==> config.mk <==
export PLATFORM = sky130hd
export DESIGN_NAME = branch_resolve_unit_flat
export DESIGN_NICKNAME = d
export VERILOG_FILES = /design/src/rtl/branch_resolve_unit_pkg.sv /design/src/rtl/branch_resolve_unit_if.sv /design/src/rtl/branch_resolve_unit_branch_queue.sv /design/src/rtl/branch_resolve_unit.sv /design/src/flat_wrapper.sv
export SDC_FILE = /design/constraint.sdc
export NUM_CORES = 1
export LEC_CHECK = 0
export ABC_CLOCK_PERIOD_IN_PS = 9600
export CORE_UTILIZATION = 50
export CTS_CLUSTER_DIAMETER = 120
export DETAILED_ROUTE_END_ITERATION = 8
export PLACE_DENSITY = 0.79
export SKIP_CTS_REPAIR_TIMING = 1
export SYNTH_ARGS = -nofsm -noshare
export SYNTH_HDL_FRONTEND = slang
export SYNTH_SLANG_ARGS = --single-unit
==> constraint.sdc <==
create_clock -name clk -period 9.6 [get_ports clk]
set_input_delay 1.44 -clock clk [delete_from_list [all_inputs] [get_ports clk]]
set_output_delay 1.44 -clock clk [all_outputs]
set_load 0.01 [all_outputs]
Run 1, sequential cells coloured by netlist name:
Other sequential cells in the stronger grey, the rest of the logic in the fainter grey.
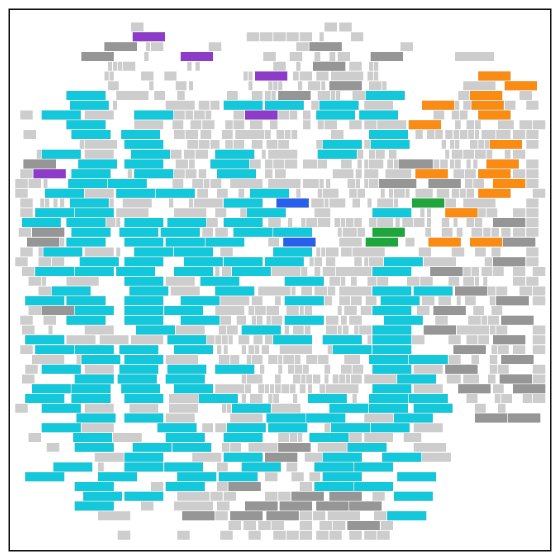
legend:
  u_core.u_queue.count:
    colour: green
    sequential_cells: 3
  u_core.u_queue.mem:
    colour: cyan
    sequential_cells: 180
  u_core.bus.mispredict_count:
    colour: orange
    sequential_cells: 16
    where: north-east
  u_core.u_queue.tail:
    colour: blue
    sequential_cells: 2
  u_core.bus.upd_cnt_idx:
    colour: purple
    sequential_cells: 5
proportion of cell area occupied by registers: 0.536
power consumed by sequential cells: 1.53 mW
area occupied by registers: 0.00719 mm2
end-of-flow core utilization: 0.630

Run 1, selected gate families:
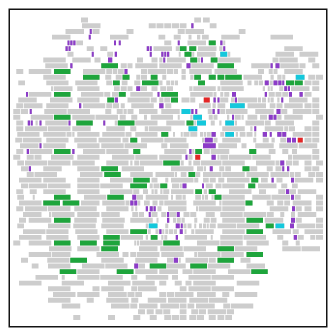
legend:
  mux cells:
    colour: green
    cells: 75
  fa/ha/maj cells:
    colour: cyan
    cells: 11
  non-inverting ao/oa cells:
    colour: red
    cells: 3
  nand cells:
    colour: purple
    cells: 111
most frequently placed logic cell in the final layout: edfxtp_1
Post-Layout Cell Count: 1165
Comb/total area: 0.269

Run 1, routing congestion:
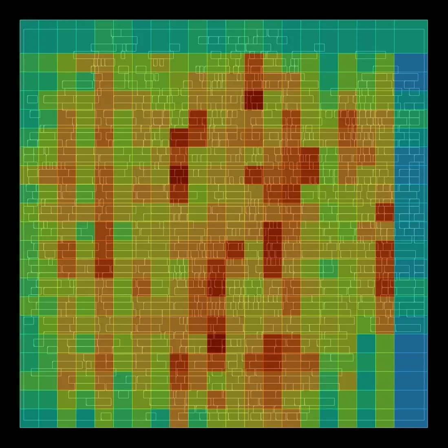
met1 layer usage reported by global route: 0.287
met3 track utilization from global routing: 0.0300
met2 routing resource usage after global routing: 0.348

==> metrics.cfg, run 1 <==
[finish]
synthToLayoutAreaGrowth_pct=22.0
tally_of_filler_cells_in_the_layout=1506
layout.nets=944
layout-drive-gt1-share=0.117

[power]
max-vdd-ir-drop_mv=0.180

[critical_path]
crit_path_cell_trace=clkdlybuf4s50_1 -> nand2b_1 -> a311oi_1 -> a21oi_1 -> a2111oi_4 -> nand3_4 -> nand2_4 -> inv_4 -> nor2_4 -> buf_4
crit_slowest_cell=clkdlybuf4s50_1
start_kind=input port
reg2regPathDepth=10
timing.critical_path.buf_inv=3
required_ns=9.76
worst-path-max-fanout=43

[final_timing]
setup_total_negative_slack_ns=0
final.period_utilization=0.506
hold_slack_ns=0.459
final-max-slew-violation-count=0
slew-limit-headroom=0.372

[logic_synthesis]
synth-edff-count=180
yosys.cell_types.count=53
yosysTopAreaCellShare=0.492
synth_sequential_area_ratio=0.653
syn_area_per_cell_um2=15.0
mappedNetlistNets=807
ys_top_cells_by_count=180 x edfxtp_1, 71 x dfrtp_1, 66 x nand2_1
post-synth-top-count-cell=edfxtp_1
synth-cells-yosys=731
cell_count_after_synthesis=731
asyncSetResetFlopFracSynth=0.283
yosys-stat-area_mm2=0.0110
synth.cell_area_mm2=0.0110

[hold_path]
hold_depth=1
hold_class=register to register

[floorplan]
die-height_um=150
dieArea_mm2=0.0226

[cts]
htree_num_levels=1
max-clock-path-buffers=3
cts_inserted_buffers=26
tritoncts_num_sinks=251

[global_route]
grt_pass1_vias=6588
first_pass_grt_wire_length_um=35800

[routing]
via_per_inst=5.60
avgRoutedWirePerCell_um=19.7
ant_nets=0
first_iter_violations=474

[placement]
port_buffer_cells=130

[job]
cap_violations=0
stage_log_warnings=29

[outcome]
status=finished clean

run 1: logic make-up (layout without fill, tap and decap cells):
| group | Yosys count | in the layout | share of synthesized area |
|---|---|---|---|
| xor gates and xnor gates | 92 | 92 | 0.0733 |
| adders and majority gates | 11 | 11 | 0.0130 |
| AOI/OAI and AO/OA | 59 | 59 | 0.0337 |
| other | 0 | 2 | 0 |
| and+or+nand+nor | 199 | 199 | 0.0909 |
| muxes | 75 | 75 | 0.114 |
| DFF | 251 | 251 | 0.653 |
| buffers and inverters | 44 | 201 | 0.0216 |
run 1: cell type report:
class | instances | area [um2] | area share
sequential | 251 | 7190 | 0.536
multi-input combinational | 436 | 3600 | 0.269
timing repair buffer | 137 | 1350 | 0.101
clock buffer | 33 | 728 | 0.0543
tap | 275 | 344 | 0.0257
clock inverter | 15 | 129 | 0.00961
inverter | 16 | 62.6 | 0.00467
antenna | 2 | 5.00 | 0.000373
run 1: per-stage QoR:
stage / worst slack, ns / instance area, um2 / utilization / power, mW
2_1_floorplan: 4.36 / 11000 / - / 2.28
3_5_place_dp: 4.25 / 12500 / 0.589 / 2.67
3_3_place_gp: 4.35 / 12500 / 0.589 / 2.65
4_1_cts: 4.79 / 13400 / 0.630 / 3.67
5_1_grt: 4.45 / 13400 / 0.630 / 3.82
6_report: 4.74 / 13400 / 0.630 / 3.64
run 1: where the power goes:
part | total (mW) | switching, mW | internal, mW
combinational | 1.12 | 0.583 | 0.534
clock | 0.992 | 0.403 | 0.589
sequential | 1.53 | 0.142 | 1.39
run 1: layer usage:
metal | global-route usage | up-vias | part of all wire
met1 | 0.287 | 3258 | 0.43
li1 | - | 2998 | -
met2 | 0.348 | 230 | 0.49
met3 | 0.0300 | 37 | 0.058
met4 | 0.0707 | 0 | 0.024
met5 | 0 | - | 0
run 1: worst register-to-register path, cell delays in order, from the launching register on:
cell and delay (ns):
dfrtp_4 0.72, buf_4 0.63, mux4_2 0.63, a311oi_1 0.23, a21oi_1 0.11, a2111oi_4 0.47
nand3_4 0.32, nand2_4 0.32, inv_4 0.14, nor2_4 0.12, buf_4 0.54
run 1: cells in the final DEF (no fill, tap or decap), types with 3 or more instances in the layout:
| cell | count |
|---|---|
| a31oi_1 | 6 |
| or3_1 | 6 |
| nor2_4 | 3 |
| dfrtp_1 | 69 |
| clkinv_1 | 6 |
| xor2_1 | 32 |
| edfxtp_1 | 180 |
| nor3_1 | 8 |
| xnor2_1 | 60 |
| a21oi_1 | 21 |
| nor2_1 | 34 |
| nand3_1 | 18 |
| clkbuf_8 | 3 |
| a211oi_1 | 3 |
| clkdlybuf4s50_1 | 129 |
| and3_1 | 11 |
| and4_1 | 5 |
| ha_1 | 9 |
| o21ai_0 | 15 |
| mux2i_1 | 32 |
| mux2_2 | 3 |
| and2_1 | 7 |
| clkinv_2 | 4 |
| nor2b_1 | 5 |
| clkbuf_1 | 3 |
| nand2_1 | 66 |
| nand2b_1 | 4 |
| nand4_1 | 21 |
| clkbuf_16 | 27 |
| mux4_2 | 40 |
| buf_4 | 8 |
| inv_1 | 15 |
Run 1, signal wires on met3:
Bar = 50 um.
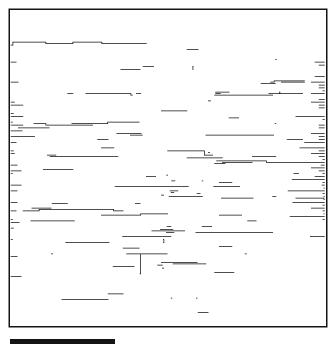

--- run 2 (diff from run 1) ---
- ABC_CLOCK_PERIOD_IN_PS: 9600 -> 4600
- clock period: 9.6 -> 4.6 ns (I/O delays scaled with it)
Run 2, signal wires on met3:
Bar = 50 um.
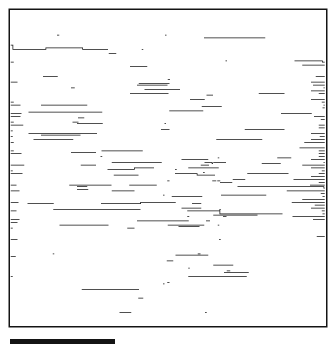
share of all routed wire: 6.1%
nets with wire on the layer: 123
wire length on this layer: 1430 um
longest straight run: 41.2 um
WL final: 23500 um
vias after detailed routing: 6610

Run 2, sequential cells coloured by netlist name:
Other sequential cells in the stronger grey, the rest of the logic in the fainter grey.
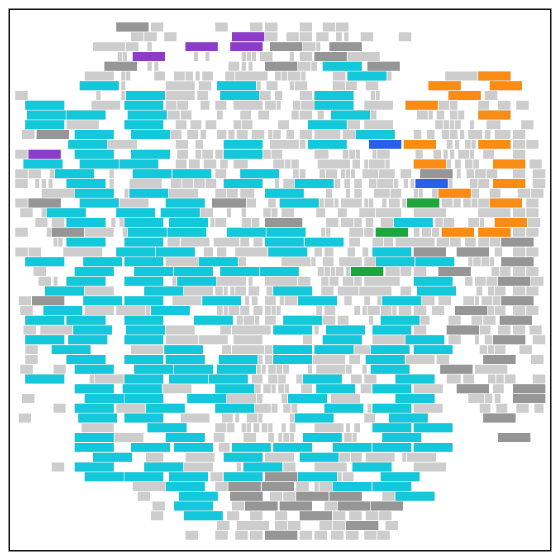
legend:
  u_core.bus.upd_cnt_idx:
    colour: purple
    sequential_cells: 5
  u_core.u_queue.mem:
    colour: cyan
    sequential_cells: 180
  u_core.u_queue.tail:
    colour: blue
    sequential_cells: 2
  u_core.bus.mispredict_count:
    colour: orange
    sequential_cells: 16
    where: north-east
  u_core.u_queue.count:
    colour: green
    sequential_cells: 3
power consumed by sequential cells: 3.18 mW
proportion of cell area occupied by registers: 0.533
end-of-flow core utilization: 0.633

==> metrics.cfg, run 2 <==
[outcome]
status=finished clean  ; unchanged

[finish]
insertedDiodeCount=0  ; was 2
top_logic_cells_by_instance_count_in_the_layout=180 x edfxtp_1, 129 x clkdlybuf4s50_1, 69 x dfrtp_1, 66 x nand2_1, 60 x xnor2_1  ; unchanged
final_design_area_no_fill_mm2=0.0135  ; was 0.0134 mm2
layout-drive-gt1-share=0.119  ; was 0.117
layout.nets=952  ; was 944

[placement]
dpl_cell_area_mm2=0.0126  ; was 0.0125 mm2

[logic_synthesis]
cell_count_after_synthesis=731  ; unchanged
post-synth-top-count-cell=edfxtp_1  ; unchanged
mappedNetlistNets=807  ; unchanged
asyncSetResetFlopFracSynth=0.283  ; unchanged
yosys.cell_types.count=53  ; unchanged

[critical_path]
required_ns=4.82  ; was 9.76 ns
reg2regPathDepth=10  ; unchanged
start_kind=register  ; was input port
worst-path-max-fanout=33  ; was 43

[job]
stage_log_warnings=29  ; unchanged

[routing]
via_per_inst=5.64  ; was 5.60
first_iter_violations=428  ; was 474
avgRoutedWirePerCell_um=20.0  ; was 19.7 um

[hold_path]
hold_class=input port to asynchronous set/reset pin  ; was register to register

[final_timing]
setup_total_negative_slack_ns=0  ; unchanged

[cts]
tritoncts_num_sinks=251  ; unchanged
max-clock-path-buffers=3  ; unchanged

[global_route]
first_pass_grt_wire_length_um=37100  ; was 35800 um

Run 2, selected gate families:
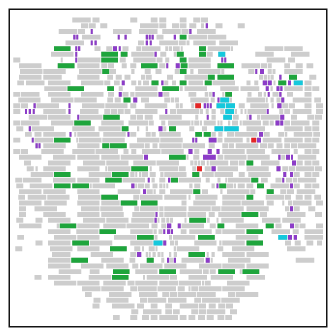
legend:
  non-inverting ao/oa cells:
    colour: red
    cells: 3
  mux cells:
    colour: green
    cells: 75
  fa/ha/maj cells:
    colour: cyan
    cells: 11
  nand cells:
    colour: purple
    cells: 111
Post-Layout Cell Count: 1171
Comb/total area: 0.267

run 2: cell counts after synthesis:
Identical to the previous run, type by type.
run 2: cell type report:
class | instances | area [um2]
Clock buffer | 35 | 694
Fill cell | 1503 | 7810
Timing Repair Buffer | 145 | 1440
Sequential cell | 251 | 7190
Tap cell | 275 | 344
Inverter | 16 | 62.6
Multi-Input combinational cell | 436 | 3600
Clock inverter | 13 | 150
run 2: cells by family (layout without fill, tap and decap cells):
family,Yosys count,count (layout),share of synthesized area
AND-OR/OR-AND,59,59,0.0337
XOR/XNOR,92,92,0.0733
adder cells (fa/ha/maj),11,11,0.0130
buffers and inverters,44,209,0.0216
flip-flops,251,251,0.653
multiplexers,75,75,0.114
AND/OR/NAND/NOR,199,199,0.0909
run 2: critical path, cell delays in order, from the launching register on:
cell and delay [ns]:
dfrtp_2 0.61, buf_4 0.38, mux4_2 0.38, xnor2_1 0.23
nand4_1 0.11, nor2_1 0.39, nand3_4 0.14, nand2_4 0.25
inv_4 0.15, nor2_4 0.37, buf_12 0.29
run 2: per-layer routing:
metal,vias up,global-route usage,wire length (um)
met3,49,0.0339,1430
met1,3302,0.300,10100
li1,3019,-,-
met2,240,0.357,11200
met4,0,0.0737,705
met5,-,0,0
run 2: per-stage QoR:
step           worst slack (ns)  power, mW  hold WS (ns)
6_report                  0.933       7.64         0.290
5_1_grt                   0.720       8.03         0.377
2_1_floorplan             0.106       4.77         0.394
4_1_cts                   0.889       7.72         0.334
3_5_place_dp              0.746       5.62         0.462
3_3_place_gp              0.838       5.56         0.463
run 2: where the power goes:
group	internal [mW]	switching, mW	total, mW
logic	1.15	1.25	2.40
registers	2.89	0.286	3.18
clock network	1.23	0.837	2.06
No activity file was given, so power comes from the tool's default toggle rates.
